**config.mk**
```make
export PLATFORM = sky130hd
export DESIGN_NAME = axi4_stream_upsizer_flat
export DESIGN_NICKNAME = d
export VERILOG_FILES = /design/src/rtl/axi4_stream_upsizer_if.sv /design/src/rtl/axi4_stream_upsizer.sv /design/src/flat_wrapper.sv
export SDC_FILE = /design/constraint.sdc
export NUM_CORES = 1
export LEC_CHECK = 0
export CAP_MARGIN = 25
export CORE_MARGIN = 5
export CORE_UTILIZATION = 36
export CTS_BUF_LIST = sky130_fd_sc_hd__clkbuf_4
export DETAILED_ROUTE_END_ITERATION = 10
export GPL_TIMING_DRIVEN = 0
export PLACE_DENSITY = 0.67
export SLEW_MARGIN = 20
export SYNTH_ARGS = -nofsm -noshare
export SYNTH_HDL_FRONTEND = slang
export SYNTH_SLANG_ARGS = --single-unit
```
**constraint.sdc**
```tcl
create_clock -name clk_i -period 28 [get_ports clk_i]
set_clock_uncertainty 0.2 [all_clocks]
set_input_delay 4.2 -clock clk_i [delete_from_list [all_inputs] [get_ports clk_i]]
set_output_delay 4.2 -clock clk_i [all_outputs]
set_load 0.005 [all_outputs]
```
**src/rtl/axi4_stream_upsizer_if.sv**
```systemverilog
// AXI4-Stream bundle shared by the narrow and wide sides of the upsizer.
interface axi4_stream_if #(
  parameter int DATA_WIDTH = 32,
  parameter int USER_WIDTH = 1,
  parameter int ID_WIDTH   = 1,
  parameter int DEST_WIDTH = 1
) ();
  logic                    tvalid;
  logic                    tready;
  logic [DATA_WIDTH-1:0]   tdata;
  logic [DATA_WIDTH/8-1:0] tkeep;
  logic [DATA_WIDTH/8-1:0] tstrb;
  logic                    tlast;
  logic [ID_WIDTH-1:0]     tid;
  logic [DEST_WIDTH-1:0]   tdest;
  logic [USER_WIDTH-1:0]   tuser;

  modport master (output tvalid, tdata, tkeep, tstrb, tlast, tid, tdest, tuser,
                  input  tready);
  modport slave  (input  tvalid, tdata, tkeep, tstrb, tlast, tid, tdest, tuser,
                  output tready);
endinterface

```
**src/rtl/axi4_stream_upsizer.sv**
```systemverilog
// Packs RATIO narrow AXI4-Stream beats into one registered wide beat.
// Lane 0 holds the earliest beat; tlast closes a word early and zero-fills
// the unused upper lanes. The accumulator is independent of the output
// register so the next word keeps assembling while the output is stalled.
module axi4_stream_upsizer #(
  parameter int TDATA_WIDTH = 32,
  parameter int RATIO       = 4,
  parameter int TID_WIDTH   = 1,
  parameter int TDEST_WIDTH = 1,
  parameter int TUSER_WIDTH = 1
) (
  input  logic         clk_i,
  input  logic         rst_i,
  axi4_stream_if.slave  pkt_i,
  axi4_stream_if.master pkt_o
);
  localparam int KEEP_W    = TDATA_WIDTH / 8;
  localparam int CNT_W     = (RATIO > 1) ? $clog2(RATIO) : 1;
  localparam int ACC_LANES = RATIO - 1;
  localparam logic [CNT_W-1:0] LAST_CNT = CNT_W'(RATIO - 1);

  logic [CNT_W-1:0]                   cnt_q, cnt_d;
  logic [ACC_LANES*TDATA_WIDTH-1:0]   acc_data_q, acc_data_d;
  logic [ACC_LANES*KEEP_W-1:0]        acc_keep_q, acc_keep_d;
  logic [ACC_LANES*KEEP_W-1:0]        acc_strb_q, acc_strb_d;
  logic [ACC_LANES*TUSER_WIDTH-1:0]   acc_user_q, acc_user_d;
  logic [TID_WIDTH-1:0]               acc_id_q, acc_id_d;
  logic [TDEST_WIDTH-1:0]             acc_dest_q, acc_dest_d;

  logic [RATIO*TDATA_WIDTH-1:0]       out_data_q, out_data_d;
  logic [RATIO*KEEP_W-1:0]            out_keep_q, out_keep_d;
  logic [RATIO*KEEP_W-1:0]            out_strb_q, out_strb_d;
  logic [RATIO*TUSER_WIDTH-1:0]       out_user_q, out_user_d;
  logic [TID_WIDTH-1:0]               out_id_q, out_id_d;
  logic [TDEST_WIDTH-1:0]             out_dest_q, out_dest_d;
  logic                               out_last_q, out_last_d;
  logic                               out_valid_q, out_valid_d;

  logic out_free;
  logic in_ready;
  logic beat_accept;
  logic beat_closing;

  // Handshake decode: only a closing beat needs room in the output register.
  always_comb begin
    out_free     = !out_valid_q || pkt_o.tready;
    in_ready     = out_free || ((cnt_q != LAST_CNT) && !pkt_i.tlast);
    beat_accept  = pkt_i.tvalid && in_ready;
    beat_closing = (cnt_q == LAST_CNT) || pkt_i.tlast;
  end

  // Next-state: accumulate non-closing beats, assemble the wide word on a closing beat.
  always_comb begin
    cnt_d      = cnt_q;
    acc_data_d = acc_data_q;
    acc_keep_d = acc_keep_q;
    acc_strb_d = acc_strb_q;
    acc_user_d = acc_user_q;
    acc_id_d   = acc_id_q;
    acc_dest_d = acc_dest_q;
    out_data_d = out_data_q;
    out_keep_d = out_keep_q;
    out_strb_d = out_strb_q;
    out_user_d = out_user_q;
    out_id_d   = out_id_q;
    out_dest_d = out_dest_q;
    out_last_d = out_last_q;

    if (out_valid_q && pkt_o.tready) begin
      out_valid_d = 1'b0;
    end else begin
      out_valid_d = out_valid_q;
    end

    if (beat_accept && beat_closing) begin
      out_data_d = {(RATIO*TDATA_WIDTH){1'b0}};
      out_keep_d = {(RATIO*KEEP_W){1'b0}};
      out_strb_d = {(RATIO*KEEP_W){1'b0}};
      out_user_d = {(RATIO*TUSER_WIDTH){1'b0}};
      // Lanes already collected come from the accumulator.
      for (int k = 0; k < ACC_LANES; k++) begin
        if (CNT_W'(k) < cnt_q) begin
          out_data_d[k*TDATA_WIDTH +: TDATA_WIDTH] = acc_data_q[k*TDATA_WIDTH +: TDATA_WIDTH];
          out_keep_d[k*KEEP_W +: KEEP_W]           = acc_keep_q[k*KEEP_W +: KEEP_W];
          out_strb_d[k*KEEP_W +: KEEP_W]           = acc_strb_q[k*KEEP_W +: KEEP_W];
          out_user_d[k*TUSER_WIDTH +: TUSER_WIDTH] = acc_user_q[k*TUSER_WIDTH +: TUSER_WIDTH];
        end else begin
          out_data_d[k*TDATA_WIDTH +: TDATA_WIDTH] = {TDATA_WIDTH{1'b0}};
        end
      end
      // The closing beat lands in lane cnt.
      for (int k = 0; k < RATIO; k++) begin
        if (CNT_W'(k) == cnt_q) begin
          out_data_d[k*TDATA_WIDTH +: TDATA_WIDTH] = pkt_i.tdata;
          out_keep_d[k*KEEP_W +: KEEP_W]           = pkt_i.tkeep;
          out_strb_d[k*KEEP_W +: KEEP_W]           = pkt_i.tstrb;
          out_user_d[k*TUSER_WIDTH +: TUSER_WIDTH] = pkt_i.tuser;
        end else begin
          out_last_d = pkt_i.tlast;
        end
      end
      // A one-beat word takes its routing fields directly from the beat.
      if (cnt_q == {CNT_W{1'b0}}) begin
        out_id_d   = pkt_i.tid;
        out_dest_d = pkt_i.tdest;
      end else begin
        out_id_d   = acc_id_q;
        out_dest_d = acc_dest_q;
      end
      out_last_d  = pkt_i.tlast;
      out_valid_d = 1'b1;
      cnt_d       = {CNT_W{1'b0}};
    end else if (beat_accept) begin
      for (int k = 0; k < ACC_LANES; k++) begin
        if (CNT_W'(k) == cnt_q) begin
          acc_data_d[k*TDATA_WIDTH +: TDATA_WIDTH] = pkt_i.tdata;
          acc_keep_d[k*KEEP_W +: KEEP_W]           = pkt_i.tkeep;
          acc_strb_d[k*KEEP_W +: KEEP_W]           = pkt_i.tstrb;
          acc_user_d[k*TUSER_WIDTH +: TUSER_WIDTH] = pkt_i.tuser;
        end else begin
          acc_data_d[k*TDATA_WIDTH +: TDATA_WIDTH] = acc_data_q[k*TDATA_WIDTH +: TDATA_WIDTH];
        end
      end
      // Routing fields of a word are those of its lane-0 beat.
      if (cnt_q == {CNT_W{1'b0}}) begin
        acc_id_d   = pkt_i.tid;
        acc_dest_d = pkt_i.tdest;
      end else begin
        acc_id_d   = acc_id_q;
        acc_dest_d = acc_dest_q;
      end
      cnt_d = cnt_q + CNT_W'(1'b1);
    end else begin
      cnt_d = cnt_q;
    end
  end

  // State registers; reset discards any partial word and empties the output.
  always_ff @(posedge clk_i or posedge rst_i) begin
    if (rst_i) begin
      cnt_q       <= {CNT_W{1'b0}};
      acc_data_q  <= {(ACC_LANES*TDATA_WIDTH){1'b0}};
      acc_keep_q  <= {(ACC_LANES*KEEP_W){1'b0}};
      acc_strb_q  <= {(ACC_LANES*KEEP_W){1'b0}};
      acc_user_q  <= {(ACC_LANES*TUSER_WIDTH){1'b0}};
      acc_id_q    <= {TID_WIDTH{1'b0}};
      acc_dest_q  <= {TDEST_WIDTH{1'b0}};
      out_data_q  <= {(RATIO*TDATA_WIDTH){1'b0}};
      out_keep_q  <= {(RATIO*KEEP_W){1'b0}};
      out_strb_q  <= {(RATIO*KEEP_W){1'b0}};
      out_user_q  <= {(RATIO*TUSER_WIDTH){1'b0}};
      out_id_q    <= {TID_WIDTH{1'b0}};
      out_dest_q  <= {TDEST_WIDTH{1'b0}};
      out_last_q  <= 1'b0;
      out_valid_q <= 1'b0;
    end else begin
      cnt_q       <= cnt_d;
      acc_data_q  <= acc_data_d;
      acc_keep_q  <= acc_keep_d;
      acc_strb_q  <= acc_strb_d;
      acc_user_q  <= acc_user_d;
      acc_id_q    <= acc_id_d;
      acc_dest_q  <= acc_dest_d;
      out_data_q  <= out_data_d;
      out_keep_q  <= out_keep_d;
      out_strb_q  <= out_strb_d;
      out_user_q  <= out_user_d;
      out_id_q    <= out_id_d;
      out_dest_q  <= out_dest_d;
      out_last_q  <= out_last_d;
      out_valid_q <= out_valid_d;
    end
  end

  assign pkt_i.tready = in_ready;
  assign pkt_o.tvalid = out_valid_q;
  assign pkt_o.tdata  = out_data_q;
  assign pkt_o.tkeep  = out_keep_q;
  assign pkt_o.tstrb  = out_strb_q;
  assign pkt_o.tuser  = out_user_q;
  assign pkt_o.tid    = out_id_q;
  assign pkt_o.tdest  = out_dest_q;
  assign pkt_o.tlast  = out_last_q;
endmodule

```
**src/flat_wrapper.sv**
```systemverilog
// flat-port wrapper written by rule: the top's interface ports become plain ports
module axi4_stream_upsizer_flat 
#(
  parameter int TDATA_WIDTH = 32,
  parameter int RATIO       = 4,
  parameter int TID_WIDTH   = 1,
  parameter int TDEST_WIDTH = 1,
  parameter int TUSER_WIDTH = 1
)
  (clk_i, rst_i, pkt_i_tvalid, pkt_i_tdata, pkt_i_tkeep, pkt_i_tstrb, pkt_i_tlast, pkt_i_tid, pkt_i_tdest, pkt_i_tuser, pkt_i_tready, pkt_o_tvalid, pkt_o_tdata, pkt_o_tkeep, pkt_o_tstrb, pkt_o_tlast, pkt_o_tid, pkt_o_tdest, pkt_o_tuser, pkt_o_tready);
  axi4_stream_if #(.DATA_WIDTH((32)), .USER_WIDTH((1)), .ID_WIDTH((2)), .DEST_WIDTH((2))) pkt_i_i ();
  axi4_stream_if #(.DATA_WIDTH(((32) * (4))), .USER_WIDTH(((1) * (4))), .ID_WIDTH((2)), .DEST_WIDTH((2))) pkt_o_i ();
  input  logic clk_i;
  input  logic rst_i;
  input wire logic [$bits(pkt_i_i.tvalid)-1:0] pkt_i_tvalid;
  input wire logic [$bits(pkt_i_i.tdata)-1:0] pkt_i_tdata;
  input wire logic [$bits(pkt_i_i.tkeep)-1:0] pkt_i_tkeep;
  input wire logic [$bits(pkt_i_i.tstrb)-1:0] pkt_i_tstrb;
  input wire logic [$bits(pkt_i_i.tlast)-1:0] pkt_i_tlast;
  input wire logic [$bits(pkt_i_i.tid)-1:0] pkt_i_tid;
  input wire logic [$bits(pkt_i_i.tdest)-1:0] pkt_i_tdest;
  input wire logic [$bits(pkt_i_i.tuser)-1:0] pkt_i_tuser;
  output wire logic [$bits(pkt_i_i.tready)-1:0] pkt_i_tready;
  output wire logic [$bits(pkt_o_i.tvalid)-1:0] pkt_o_tvalid;
  output wire logic [$bits(pkt_o_i.tdata)-1:0] pkt_o_tdata;
  output wire logic [$bits(pkt_o_i.tkeep)-1:0] pkt_o_tkeep;
  output wire logic [$bits(pkt_o_i.tstrb)-1:0] pkt_o_tstrb;
  output wire logic [$bits(pkt_o_i.tlast)-1:0] pkt_o_tlast;
  output wire logic [$bits(pkt_o_i.tid)-1:0] pkt_o_tid;
  output wire logic [$bits(pkt_o_i.tdest)-1:0] pkt_o_tdest;
  output wire logic [$bits(pkt_o_i.tuser)-1:0] pkt_o_tuser;
  input wire logic [$bits(pkt_o_i.tready)-1:0] pkt_o_tready;
  assign pkt_i_i.tvalid = pkt_i_tvalid;
  assign pkt_i_i.tdata = pkt_i_tdata;
  assign pkt_i_i.tkeep = pkt_i_tkeep;
  assign pkt_i_i.tstrb = pkt_i_tstrb;
  assign pkt_i_i.tlast = pkt_i_tlast;
  assign pkt_i_i.tid = pkt_i_tid;
  assign pkt_i_i.tdest = pkt_i_tdest;
  assign pkt_i_i.tuser = pkt_i_tuser;
  assign pkt_i_tready = pkt_i_i.tready;
  assign pkt_o_tvalid = pkt_o_i.tvalid;
  assign pkt_o_tdata = pkt_o_i.tdata;
  assign pkt_o_tkeep = pkt_o_i.tkeep;
  assign pkt_o_tstrb = pkt_o_i.tstrb;
  assign pkt_o_tlast = pkt_o_i.tlast;
  assign pkt_o_tid = pkt_o_i.tid;
  assign pkt_o_tdest = pkt_o_i.tdest;
  assign pkt_o_tuser = pkt_o_i.tuser;
  assign pkt_o_i.tready = pkt_o_tready;
  axi4_stream_upsizer #(.TDATA_WIDTH(TDATA_WIDTH), .RATIO(RATIO), .TID_WIDTH(TID_WIDTH), .TDEST_WIDTH(TDEST_WIDTH), .TUSER_WIDTH(TUSER_WIDTH)) u_core (.clk_i(clk_i), .rst_i(rst_i), .pkt_i(pkt_i_i), .pkt_o(pkt_o_i));
endmodule
```
Figure 1. Metal 3 (run 1).
(2 px per um)
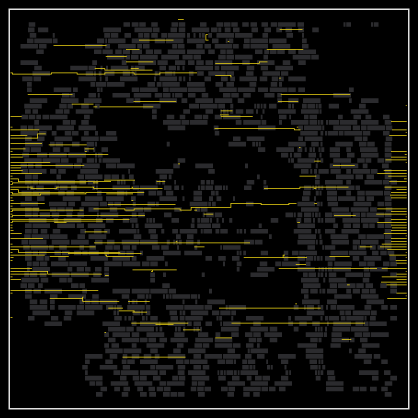
wire length on this layer = 2690 um
main direction = horizontal
share of all routed wire = 7.6%

Figure 2. I/O nets highlighted (run 1).
(2 px per um)
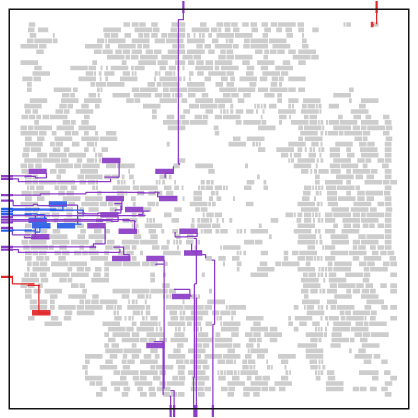
pkt_o_tuser -> blue  # bits 4, direction output, edge left, end cells 4, buffers 4, wire 132 um
pkt_o_tstrb -> purple  # bits 16, direction output, edge 10 left, 5 bottom, 1 top, end cells 16, buffers 16, wire 1110 um
pkt_o_tdest -> red  # bits 2, direction output, edge 1 left, 1 top, end cells 2, buffers 3, wire 48.5 um

==> results.txt, run 1 <==
From the run reports.

- The maximum clock frequency reads 98.3 MHz.
- The average wire per cell in the routed design is 20.0 um.
- The routability-driven placement congestion ratio is 0.734.
- The leftover overflow at the end of global routing is 0.
- The count of yosys warnings during synthesis reads 0.
- The leading cell type by number of instances after synthesis reads sky130_fd_sc_hd__dfrtp_1.
- The total met3 wirelength after detailed routing is 2.69 mm.
- The overall power reads 1.84 mW.
- After synthesis, the chip area reported by Yosys is 12900 sq um.
- The number of DRC violations after detailed-routing iteration 0 is 399.
- After synthesis, the most frequently instantiated cells are sky130_fd_sc_hd__dfrtp_1 (295), sky130_fd_sc_hd__mux2_2 (217), sky130_fd_sc_hd__nand2_1 (125), sky130_fd_sc_hd__o21ai_0 (64), sky130_fd_sc_hd__a22o_1 (61).
- The critical path class reads in -> out.
- The initial antenna violation count was 2.
- The clock transition at the registers of the reported paths reads 0.06 ns.
- Measured along the x axis, the die boundary spans 199 um.
- The TritonCTS clock tree is done.
- The cell occurring most often along the worst timing path reads sky130_fd_sc_hd__clkdlybuf4s50_1.
- The final worst-path cycle share is 0.363.
- The endpoint of the worst hold path reads u_core.acc_data_q[11].
- The total instance count after detailed placement reads 1614.
- The flow ran to the end, and the final reports show no timing, DRC or antenna violations.
- The final report lists a non-filler cell total of 1767.
- The most critical min-delay path falls under reg -> reg.
- Of the post-synthesis cell area, the part taken by muxes is 0.271.
- Traced cell by cell, the critical path runs through clkdlybuf4s50_1 -> nand2b_1 -> or2_2 -> clkdlybuf4s50_1.
- The met1 usage in global routing reads 0.230.
- The group drawing the most power is sequential cells.
- Setup repair after global routing left no endpoint under its margin.
- The aggregate global-route resource usage is 0.179.
- The met1 routed wirelength after detailed routing is 15.2 mm.
- The mean area per synthesized cell reads 13.8 sq um.
- The minimum period implied by the final worst setup slack reads 10.18 ns.
- After synthesis, the cell types taking the most area are sky130_fd_sc_hd__dfrtp_1 (57%), sky130_fd_sc_hd__mux2_2 (19%), sky130_fd_sc_hd__mux2_4 (5.6%).
- The clock tree buffer depth reads 3.
- The cell type with the largest total area is sky130_fd_sc_hd__dfrtp_1.
- The number of detailed-routing iterations run before antenna repair is 5.
- In this run the tool buffered the top-level ports with 215 buffer cells.
- The synthesized-area fraction occupied by ao, oa, aoi and oai cells is 0.0681.
- The post-cts sizing count is 0.
- Summed over all nets, the switching power comes to 0.568 mW.
- The number of flops mapped to enable cells by yosys is 0.
- The starting utilization of the core area reads 0.363.
Figure 3. Cell classes on the final placement (run 1).
(1.5 px per um)
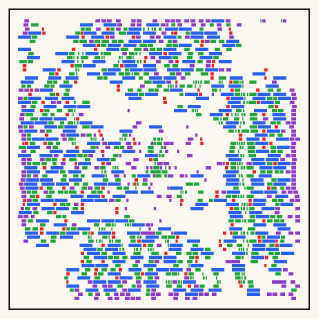
sequential cells -> blue  # cells 295
clock drivers and dummy loads -> red  # cells 152
remaining buffers and delay cells -> purple  # cells 290
combinational and other logic -> green  # cells 568

Figure 4. Clock wiring as the flow saved it (run 1).
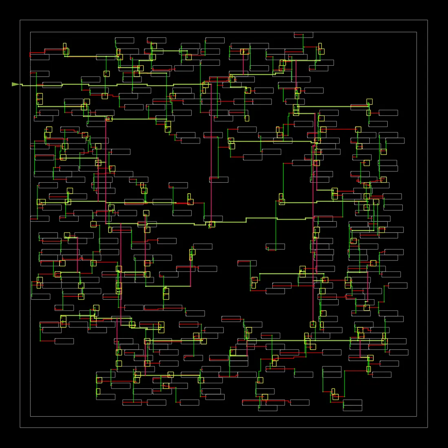
total CTS buffers: 84
clk pwr: 0.392 mW
clock latency of the later-clocked register in the worst-skew pair: 0.71 ns
Clock Sinks: 295
clock buffer instance count of the final layout: 127

run 1: sequential cells by signal, indices dropped and copies added (netlist names), 3 cells and up:
register / flops
u_core.acc_data_q: 96
u_core.acc_keep_q: 12
u_core.acc_strb_q: 12
u_core.acc_user_q: 3
u_core.pkt_o.tdata: 128
u_core.pkt_o.tkeep: 16
u_core.pkt_o.tstrb: 16
u_core.pkt_o.tuser: 4
run 1: critical path, delay by kind of cell:
family	cells	cell delay (ns)
buf+inv	2	0.91
simple gates	2	0.66
run 1: layout make-up:
class	count	area, sq um	share of cell area
repair buffers	218	2230	0.133
flip-flops and latches	295	7380	0.441
well taps	461	577	0.0344
clock inverters	25	106	0.00635
multi-input cells	564	4980	0.297
diodes	1	2.50	0.000149
clock buffers	127	953	0.0569
inverters	4	22.5	0.00134
plain buffers	72	487	0.0291
==> run 1 -> run 2 <==
PLACE_DENSITY = 0.69   (was 0.67)
clock period = 8.6 ns   (was 28 ns; I/O delays follow)
==> run 2 against run 1 <==
Cell count fell by 0.11%. Clock power rose to 3.2 times the previous value. Power rose to 3.3 times the previous value. Die area did not move. Flip-flop count did not move. Wire length rose by 0.64%. Global-route usage rose by 0.26 points. Critical endpoint unchanged. Largest cell class unchanged. Highest routed layer is now met4.
==> results.txt, run 2 <==
From the run reports.

- For reference, the critical path cell chain is clkdlybuf4s50_1 -> nand2b_1 -> or2_2 -> clkdlybuf4s50_1.
- The count of sequential standard cells is 295.
- The total instance count after detailed placement reads 1621.
- The timing report gives the clock slew at the launch and capture registers of the worst setup and hold paths as 0.06 ns.
- The number of antenna diodes in the final layout is 1.
- The number of buffers outside the clock class in the layout is 297.
- The aggregate global-route resource usage reads 0.181.
- Setup repair after global routing left no endpoint under its margin.
- The TritonCTS clock tree is done.
- Power attributed to the clock group is 1.27 mW.
- Grouping stages by cell kind, the critical path spends the most delay in buffers and inverters.
- The leading cell type by number of instances after synthesis is sky130_fd_sc_hd__dfrtp_1.
- The number of flip-flops in the largest register is 128.
- The count of yosys warnings during synthesis reads 0.
- The flow ran to the end, and the final reports show no timing, DRC or antenna violations.
- The clock buffer count in the final layout is 117.
- The logic area is 4980 sq um.
- The initial antenna violation count reads 1.
- Summing all multiplexer cells gives an area fraction of 0.271.
- The routability-driven placement congestion ratio reads 0.728.
- The yosys stat chip area reads 12900 sq um.
- Per the synthesis report, the AND-OR/OR-AND share of the synthesized area is 0.0681.
- The cell occurring most often along the worst timing path is sky130_fd_sc_hd__clkdlybuf4s50_1.
- The layout report lists the combined flip-flop and latch area as 7380 sq um.
- The number of logic gates reads 564.
- The mean area per synthesized cell reads 13.8 sq um.
- The count of placed standard cells in the final layout, fillers left out is 1765.
- The endpoint of the worst hold path reads u_core.acc_data_q[24].
- The number of flops mapped to enable cells by yosys reads 0.
- The leftover overflow at the end of global routing is 0.
- The count of port buffers added during placement reads 215.
- The number of non-clock inverters is 4.
- The die outline width reads 199 um.
- sky130_fd_sc_hd__dfrtp_1 takes more of the synthesized area than any other cell.
- The number of DRC violations after detailed-routing iteration 0 reads 378.
- The switching power is 1.83 mW.
-- run 2: cell counts after synthesis --
No cell type changed its count.
-- run 2: per-layer routing --
layer / part of all wire / wire length (um) / global-route usage
met4: 0.015 / 520 / 0.0527
met5: 0 / 0 / 0
met1: 0.45 / 15900 / 0.241
met2: 0.48 / 17000 / 0.290
met3: 0.062 / 2190 / 0.0542
-- run 2: kinds of logic (layout without fill, tap and decap cells) --
kind of cell               after synthesis  after routing
DFF                                    295            295
AOI/OAI and AO/OA                      128            128
buffers and inverters                   76            444
other                                    1              3
muxes                                  293            293
and+or+nand+nor                        136            136
adders and majority gates                5              5
Figure 5. Metal 3 (run 2).
(2 px per um)
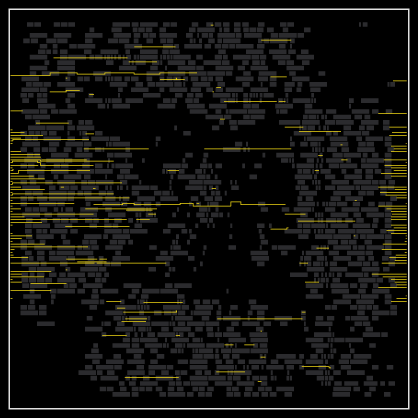
nets with wire on the layer = 133
longest straight run = 59.1 um

Figure 6. I/O nets highlighted (run 2).
(2 px per um)
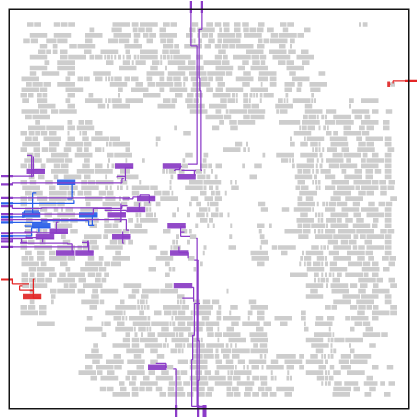
pkt_o_tdest -> red  # bits 2, direction output, edge 1 left, 1 right, end cells 2, buffers 3, wire 44.9 um
pkt_o_tstrb -> purple  # bits 16, direction output, edge 10 left, 4 bottom, 2 top, end cells 16, buffers 16, wire 1060 um
pkt_o_tuser -> blue  # bits 4, direction output, edge left, end cells 4, buffers 4, wire 162 um

==> run 2 -> run 3 <==
clock period = 3.5 ns   (was 8.6 ns; I/O delays follow)
==> run 3 against run 2 <==
Register-to-register slack lost 5.1 ns. Final area grew 0.12%. Power grew 150%. Largest power group unchanged. Via count is essentially flat. Critical endpoint unchanged. Largest cell class unchanged.
==> results.txt, run 3 <==
From the run reports.

- The clock insertion delay at the later pin of the skew report is 0.72 ns.
- The average wire per cell in the routed design reads 20.1 um.
- The die outline width reads 199 um.
- The final worst-path cycle share is 0.884.
- The number of flops mapped to enable cells by yosys is 0.
- Setup repair after global routing left no endpoint under its margin.
- The number of DRC violations after detailed-routing iteration 0 reads 344.
- The worst hold-check path type is in -> reg.
- The uppermost layer routed reads met4.
- After detailed routing, the met2 layer carries 17.0 mm of wire.
- The family with the most delay on the worst path reads buffers and inverters.
- For reference, the critical path cell chain is ha_1 -> nor2_4 -> or2_2 -> clkdlybuf4s50_1.
- The routability-driven placement congestion ratio is 0.728.
- The share of synthesized area spent on multiplexers reads 0.271.
- The run finished with clean final reports.
- The post-cts sizing count reads 0.
- The count of placed standard cells in the final layout, fillers left out reads 1767.
- The number of cells on the critical path reads 4.
- The global-route track usage on met2 reads 0.291.
- By area the synthesized netlist is led by sky130_fd_sc_hd__dfrtp_1 (57%), sky130_fd_sc_hd__mux2_2 (19%), sky130_fd_sc_hd__mux2_4 (5.6%).
- The aggregate global-route resource usage is 0.182.
- The synthesis stats list as the most numerous cell sky130_fd_sc_hd__dfrtp_1.
- The yosys stat chip area is 12900 sq um.
- According to the report, the first pass of detailed routing completed in 4 iterations.
- The met1 usage in global routing is 0.241.
- By startpoint and endpoint, the worst setup path is classified as reg -> out.
- A synthesized cell averages 13.8 sq um.
- Along the critical path, the tally of buffer and inverter instances is 1.
- The clock tree buffer depth is 3.
- The starting utilization of the core area is 0.363.
- Buffers placed on the I/O ports in this run total 215.
- The total met3 wirelength after detailed routing reads 2.26 mm.
- The cell type with the largest total area reads sky130_fd_sc_hd__dfrtp_1.
- The maximum clock frequency reads 323 MHz.
- The overall power reads 14.7 mW.
- The global route stage reports its total congestion overflow as 0.
- The global routing report lists met3 layer usage as 0.0542.
-- run 3: final cells by class --
cell class	instances	area [sq um]	share of cell area
buffer	72	487	0.0289
tap	461	577	0.0342
sequential	295	7380	0.438
clock buffer	117	878	0.0521
timing repair buffer	227	2390	0.142
multi-input combinational	564	4980	0.295
inverter	4	18.8	0.00111
clock inverter	26	151	0.00898
antenna	1	2.50	0.000148
-- run 3: power groups by stage --
stage	sequential [mW]	clock (mW)	combinational [mW]
floorplan	5.74	0	3.09
CTS	5.80	3.24	5.89
finish	5.80	3.11	5.77
global placement	5.79	0	5.72
detailed placement	5.85	0	5.85
global route	5.99	3.42	6.27
-- run 3: timing repair --
item | 4_1_cts | 5_1_grt
setup endpoints to repair | 0 | 0
hold buffers | 2 | 0
hold endpoints to repair | 53 | 0
Figure 7. Metal 3 (run 3).
(2 px per um)
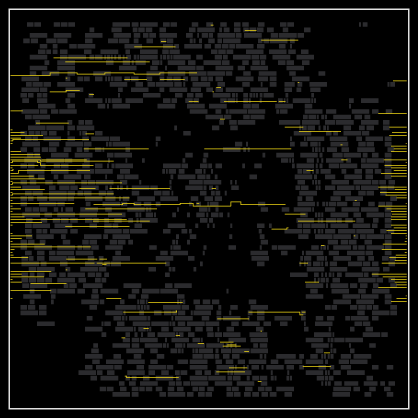
wire length on this layer = 2260 um
longest straight run = 59.1 um
main direction = horizontal

Figure 8. I/O nets highlighted (run 3).
(2 px per um)
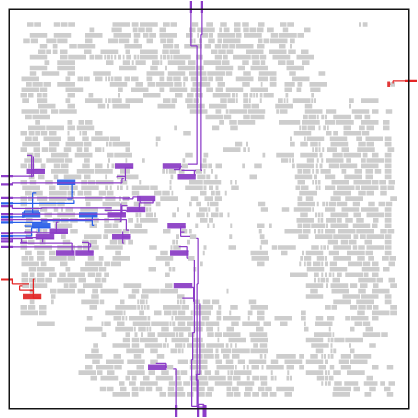
pkt_o_tdest -> red  # bits 2, direction output, edge 1 left, 1 right, end cells 2, buffers 3, wire 44.9 um
pkt_o_tuser -> blue  # bits 4, direction output, edge left, end cells 4, buffers 4, wire 160 um
pkt_o_tstrb -> purple  # bits 16, direction output, edge 10 left, 4 bottom, 2 top, end cells 16, buffers 16, wire 1050 um

Power figures rest on the tool's default switching activity, not on a simulated workload.
